==> src/rtl/ext_bus_sequencer.sv <==
// ext_bus_sequencer
// Runs one CPU memory transaction over the pin-multiplexed 8-bit external bus.
// Each transaction has three phases in order: address high byte, address low
// byte, then data.
//
// Ports
//   clk, rst_n                  clock; asynchronous active-low reset
//   req_valid/req_ready         request handshake; ready only while IDLE
//   req_rw/req_addr/req_wdata   request fields, captured when accepted
//   rsp_valid/rsp_rdata/rsp_err one-cycle completion pulse, read data, timeout flag
//   rdy_in                      external ready; low stretches the data phase
//   pin_out                     address pins
//   pin_io_in/out/oe            bidirectional data pins (oe 1 = drive)
//
// Parameter WAIT_CYCLES (0..15): extra data-phase cycles beyond the first.
// Optional macro BUS_TIMEOUT_EN: abort the data phase after 255 consecutive
// rdy_in-low cycles, responding with rsp_err=1 (read data FF).
//
// state    | meaning
// ---------+---------------------------------------------------------------
// S_IDLE   | bus released, ready for a request; may carry the rsp_valid pulse
// S_ADDR_HI| drive addr[15:8], rw flag on the data pins
// S_ADDR_LO| drive addr[7:0], rw flag on the data pins, load the wait counter
// S_DATA   | drive write data or release for a read; wait for rdy_in/counter
module ext_bus_sequencer #(
    parameter int unsigned WAIT_CYCLES = 1
) (
    input  logic        clk,
    input  logic        rst_n,
    input  logic        req_valid,
    output logic        req_ready,
    input  logic        req_rw,
    input  logic [15:0] req_addr,
    input  logic [7:0]  req_wdata,
    output logic        rsp_valid,
    output logic [7:0]  rsp_rdata,
    output logic        rsp_err,
    input  logic        rdy_in,
    output logic [7:0]  pin_out,
    input  logic [7:0]  pin_io_in,
    output logic [7:0]  pin_io_out,
    output logic [7:0]  pin_io_oe
);

    typedef enum logic [1:0] {
        S_IDLE    = 2'd0,
        S_ADDR_HI = 2'd1,
        S_ADDR_LO = 2'd2,
        S_DATA    = 2'd3
    } state_t;

    localparam logic [3:0] WAIT_LOAD = 4'(WAIT_CYCLES);

    state_t      state_q, state_d;
    logic [15:0] addr_q, addr_d;
    logic        rw_q, rw_d;
    logic [7:0]  wdata_q, wdata_d;
    logic [3:0]  wait_cnt_q, wait_cnt_d;
    logic        rsp_valid_q, rsp_valid_d;
    logic [7:0]  rsp_rdata_q, rsp_rdata_d;
    logic        timeout;

`ifdef BUS_TIMEOUT_EN
    logic [7:0] tmo_cnt_q, tmo_cnt_d;
    logic       rsp_err_q, rsp_err_d;

    // Counts consecutive stalled data cycles; the 255th stalled cycle aborts.
    always_comb begin
        tmo_cnt_d = 8'h00;
        if (state_q == S_DATA && !rdy_in) begin
            tmo_cnt_d = tmo_cnt_q + 8'd1;
        end
    end

    assign timeout   = (state_q == S_DATA) && !rdy_in && (tmo_cnt_q == 8'd254);
    assign rsp_err_d = timeout;
    assign rsp_err   = rsp_err_q;

    always_ff @(posedge clk or negedge rst_n) begin
        if (!rst_n) begin
            tmo_cnt_q <= 8'h00;
            rsp_err_q <= 1'b0;
        end else begin
            tmo_cnt_q <= tmo_cnt_d;
            rsp_err_q <= rsp_err_d;
        end
    end
`else
    assign timeout = 1'b0;
    assign rsp_err = 1'b0;
`endif

    always_comb begin
        state_d     = state_q;
        addr_d      = addr_q;
        rw_d        = rw_q;
        wdata_d     = wdata_q;
        wait_cnt_d  = wait_cnt_q;
        rsp_valid_d = 1'b0;
        rsp_rdata_d = rsp_rdata_q;
        case (state_q)
            S_IDLE: begin
                if (req_valid) begin
                    addr_d  = req_addr;
                    rw_d    = req_rw;
                    wdata_d = req_wdata;
                    state_d = S_ADDR_HI;
                end
            end
            S_ADDR_HI: state_d = S_ADDR_LO;
            S_ADDR_LO: begin
                wait_cnt_d = WAIT_LOAD;
                state_d    = S_DATA;
            end
            S_DATA: begin
                if (timeout) begin
                    state_d     = S_IDLE;
                    rsp_valid_d = 1'b1;
                    if (rw_q) rsp_rdata_d = 8'hFF;
                end else if (rdy_in) begin
                    if (wait_cnt_q == 4'd0) begin
                        state_d     = S_IDLE;
                        rsp_valid_d = 1'b1;
                        if (rw_q) rsp_rdata_d = pin_io_in;
                    end else begin
                        wait_cnt_d = wait_cnt_q - 4'd1;
                    end
                end
            end
            default: state_d = S_IDLE;
        endcase
    end

    always_ff @(posedge clk or negedge rst_n) begin
        if (!rst_n) begin
            state_q     <= S_IDLE;
            addr_q      <= 16'h0000;
            rw_q        <= 1'b0;
            wdata_q     <= 8'h00;
            wait_cnt_q  <= 4'd0;
            rsp_valid_q <= 1'b0;
            rsp_rdata_q <= 8'h00;
        end else begin
            state_q     <= state_d;
            addr_q      <= addr_d;
            rw_q        <= rw_d;
            wdata_q     <= wdata_d;
            wait_cnt_q  <= wait_cnt_d;
            rsp_valid_q <= rsp_valid_d;
            rsp_rdata_q <= rsp_rdata_d;
        end
    end

    // Pins are decoded straight from the state so the bus is released the
    // instant reset asserts.
    always_comb begin
        pin_out    = 8'h00;
        pin_io_out = 8'h00;
        pin_io_oe  = 8'h00;
        case (state_q)
            S_ADDR_HI: begin
                pin_out    = addr_q[15:8];
                pin_io_out = {7'b0, rw_q};
                pin_io_oe  = 8'hFF;
            end
            S_ADDR_LO: begin
                pin_out    = addr_q[7:0];
                pin_io_out = {7'b0, rw_q};
                pin_io_oe  = 8'hFF;
            end
            S_DATA: begin
                pin_out = addr_q[7:0];
                if (!rw_q) begin
                    pin_io_out = wdata_q;
                    pin_io_oe  = 8'hFF;
                end
            end
            default: ;
        endcase
    end

    assign req_ready = (state_q == S_IDLE);
    assign rsp_valid = rsp_valid_q;
    assign rsp_rdata = rsp_rdata_q;

endmodule
==> config.mk <==
export PLATFORM = sky130hd
export DESIGN_NAME = ext_bus_sequencer
export DESIGN_NICKNAME = d
export VERILOG_FILES = /design/src/rtl/ext_bus_sequencer.sv
export SDC_FILE = /design/constraint.sdc
export NUM_CORES = 1
export LEC_CHECK = 0
export CORE_MARGIN = 3
export CORE_UTILIZATION = 43
export DETAILED_ROUTE_END_ITERATION = 7
export HOLD_SLACK_MARGIN = 0.08
export MAX_ROUTING_LAYER = met4
export PLACE_DENSITY = 0.82
export SLEW_MARGIN = 25
export SYNTH_ARGS = -nofsm -noshare
export SYNTH_HDL_FRONTEND = slang
export SYNTH_SLANG_ARGS = --single-unit
export TNS_END_PERCENT = 100
==> constraint.sdc <==
create_clock -name clk -period 3.9 [get_ports clk]
set_input_delay 0.78 -clock clk [delete_from_list [all_inputs] [get_ports clk]]
set_output_delay 0.78 -clock clk [all_outputs]
set_load 0.05 [all_outputs]
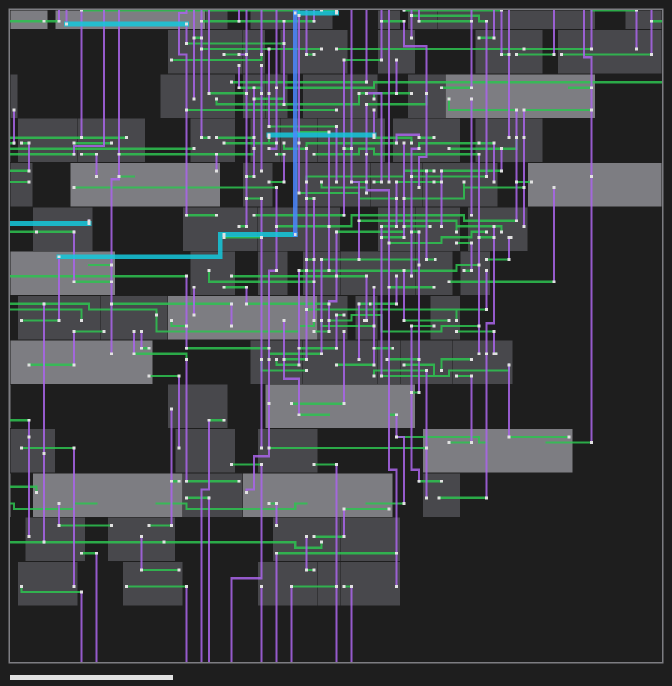
*Zoomed window*
Scale bar: 10 um. Window x 17 to 57, y 2 to 42 um. Cells in grey, sequential cells in the stronger grey; small squares are vias.
legend:
  met2:
    colour: purple
  met1:
    colour: green
  met3:
    colour: cyan
  met4:
    colour: blue
cells with their middle in the window: 71
netlist names of flops here include: rsp_rdata (4), wait_cnt_q (4)
most frequent: clkdlybuf4s50_1 (12), dfrtp_1 (10), mux2_1 (7)
sequential cells in the window: 10

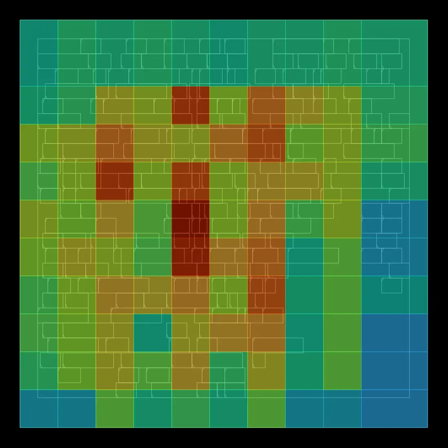
*Routing congestion*
Top Usage Layer GRT: met2
DR WL/cell: 15.6 um
final core utilization: 0.623
met2 Usage GRT: 0.276
GR Util met3: 0.0473

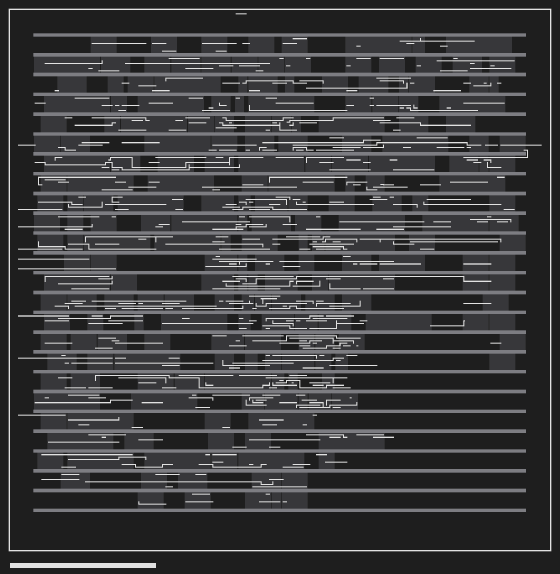
*Metal 1*
Scale bar: 20 um. Supply wires on this layer in grey. Cells faint in the background.
nets with wire on the layer: 230
share of all routed wire: 44%
wire length on this layer: 1860 um
longest straight run: 24.1 um

==> results.toml <==
# physical design summary
[place]
port_buffers = 70
dp_cells = 266

[cells_and_area]
dominant_cells = "sequential cells"
mostFrequentLayoutCells = "clkdlybuf4s50_1 (69), dfrtp_1 (40), mux2_1 (33)"
regArea_sq_mm = 0.00100

[final_timing]
setup_viol = 0

[clock_network]
clkTransAtPathRegs_ps = 80
cts_htree_levels = 2
clock_sinks = 40

[hold_path]
hold_start = "wdata_q[1]"
worstHoldPathType = "reg -> reg"

[critical_path]
critPathCaptureType = "output port"

[grt]
grt_pass1_wl_um = 6960
grt_usage = 0.170

[synth]
synth.top_cell.area_share = 0.501
synth_area_per_cell_sq_um = 12.6

[routing]
viasPerCell = 5.26
vias = 1435

[die]
die_x_um = 74.1

[outcome]
outcome = "complete, no violations"
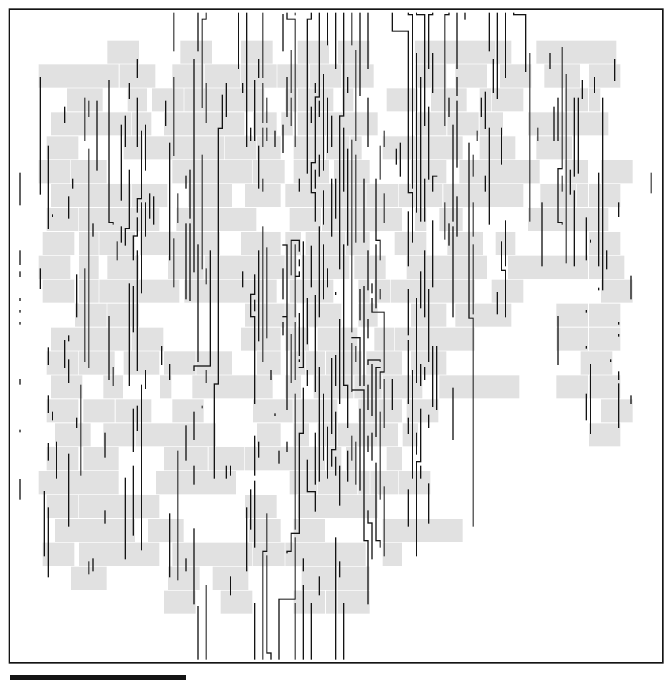
*M2 wires*
Scale bar: 20 um. Cells faint in the background.
wire length on this layer: 2150 um
main direction: vertical
nets with wire on the layer: 239

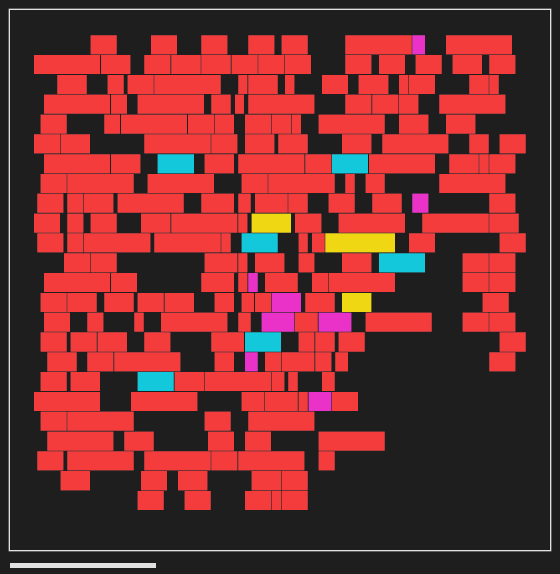
*Cell sizes after repair*
Scale bar: 20 um.
legend:
  drive 3 to 4:
    colour: yellow
    cells: 3
  drive 6 and up:
    colour: cyan
    cells: 6
    most_used: clkbuf_8
  drive 2:
    colour: magenta
    cells: 8
  drive 1 or less:
    colour: red
    cells: 204
    most_used: clkdlybuf4s50_1

[sequential cells by signal, summed over array words and instances (netlist names)]
register    flops
wait_cnt_q      4
wdata_q         8
rsp_rdata       8
rsp_valid       1
addr_q         16
state_q         2
rw_q            1
[per-stage QoR]
step	hold WS (ps)	setup WS [ps]	util	instance area (sq um)
5_1_grt	506	270	0.623	2750
6_report	485	438	0.623	2750
4_1_cts	492	412	0.622	2750
2_1_floorplan	456	1030	-	2000
3_5_place_dp	477	757	0.605	2670
3_3_place_gp	466	788	0.605	2670
[cell usage after synthesis, drive strengths merged]
cell	n
ha	8
buf	11
a2bb2oi	1
o21a	1
a32o	2
bufinv	1
nand4	2
mux2	35
nand4b	1
nand2	2
or2	1
inv	5
o21ai	1
clkbuf	3
nor2b	1
nor3b	2
nand4bb	1
o31ai	1
and3	1
conb	1
nor4	1
a22oi	8
and2	8
a21oi	3
and2b	1
nor2	10
or3b	1
dfrtp	40
nand2b	1
nand3	3
a221oi	1
[cells by family (layout without fill, tap and decap cells)]
family | count (synthesis) | after routing | synth area share
adders and majority gates | 8 | 8 | 0.0501
muxes | 35 | 35 | 0.199
buffers and inverters | 20 | 83 | 0.0620
AOI/OAI and AO/OA | 18 | 18 | 0.0752
DFF | 40 | 40 | 0.501
and+or+nand+nor | 36 | 36 | 0.110
other | 1 | 1 | 0.00188
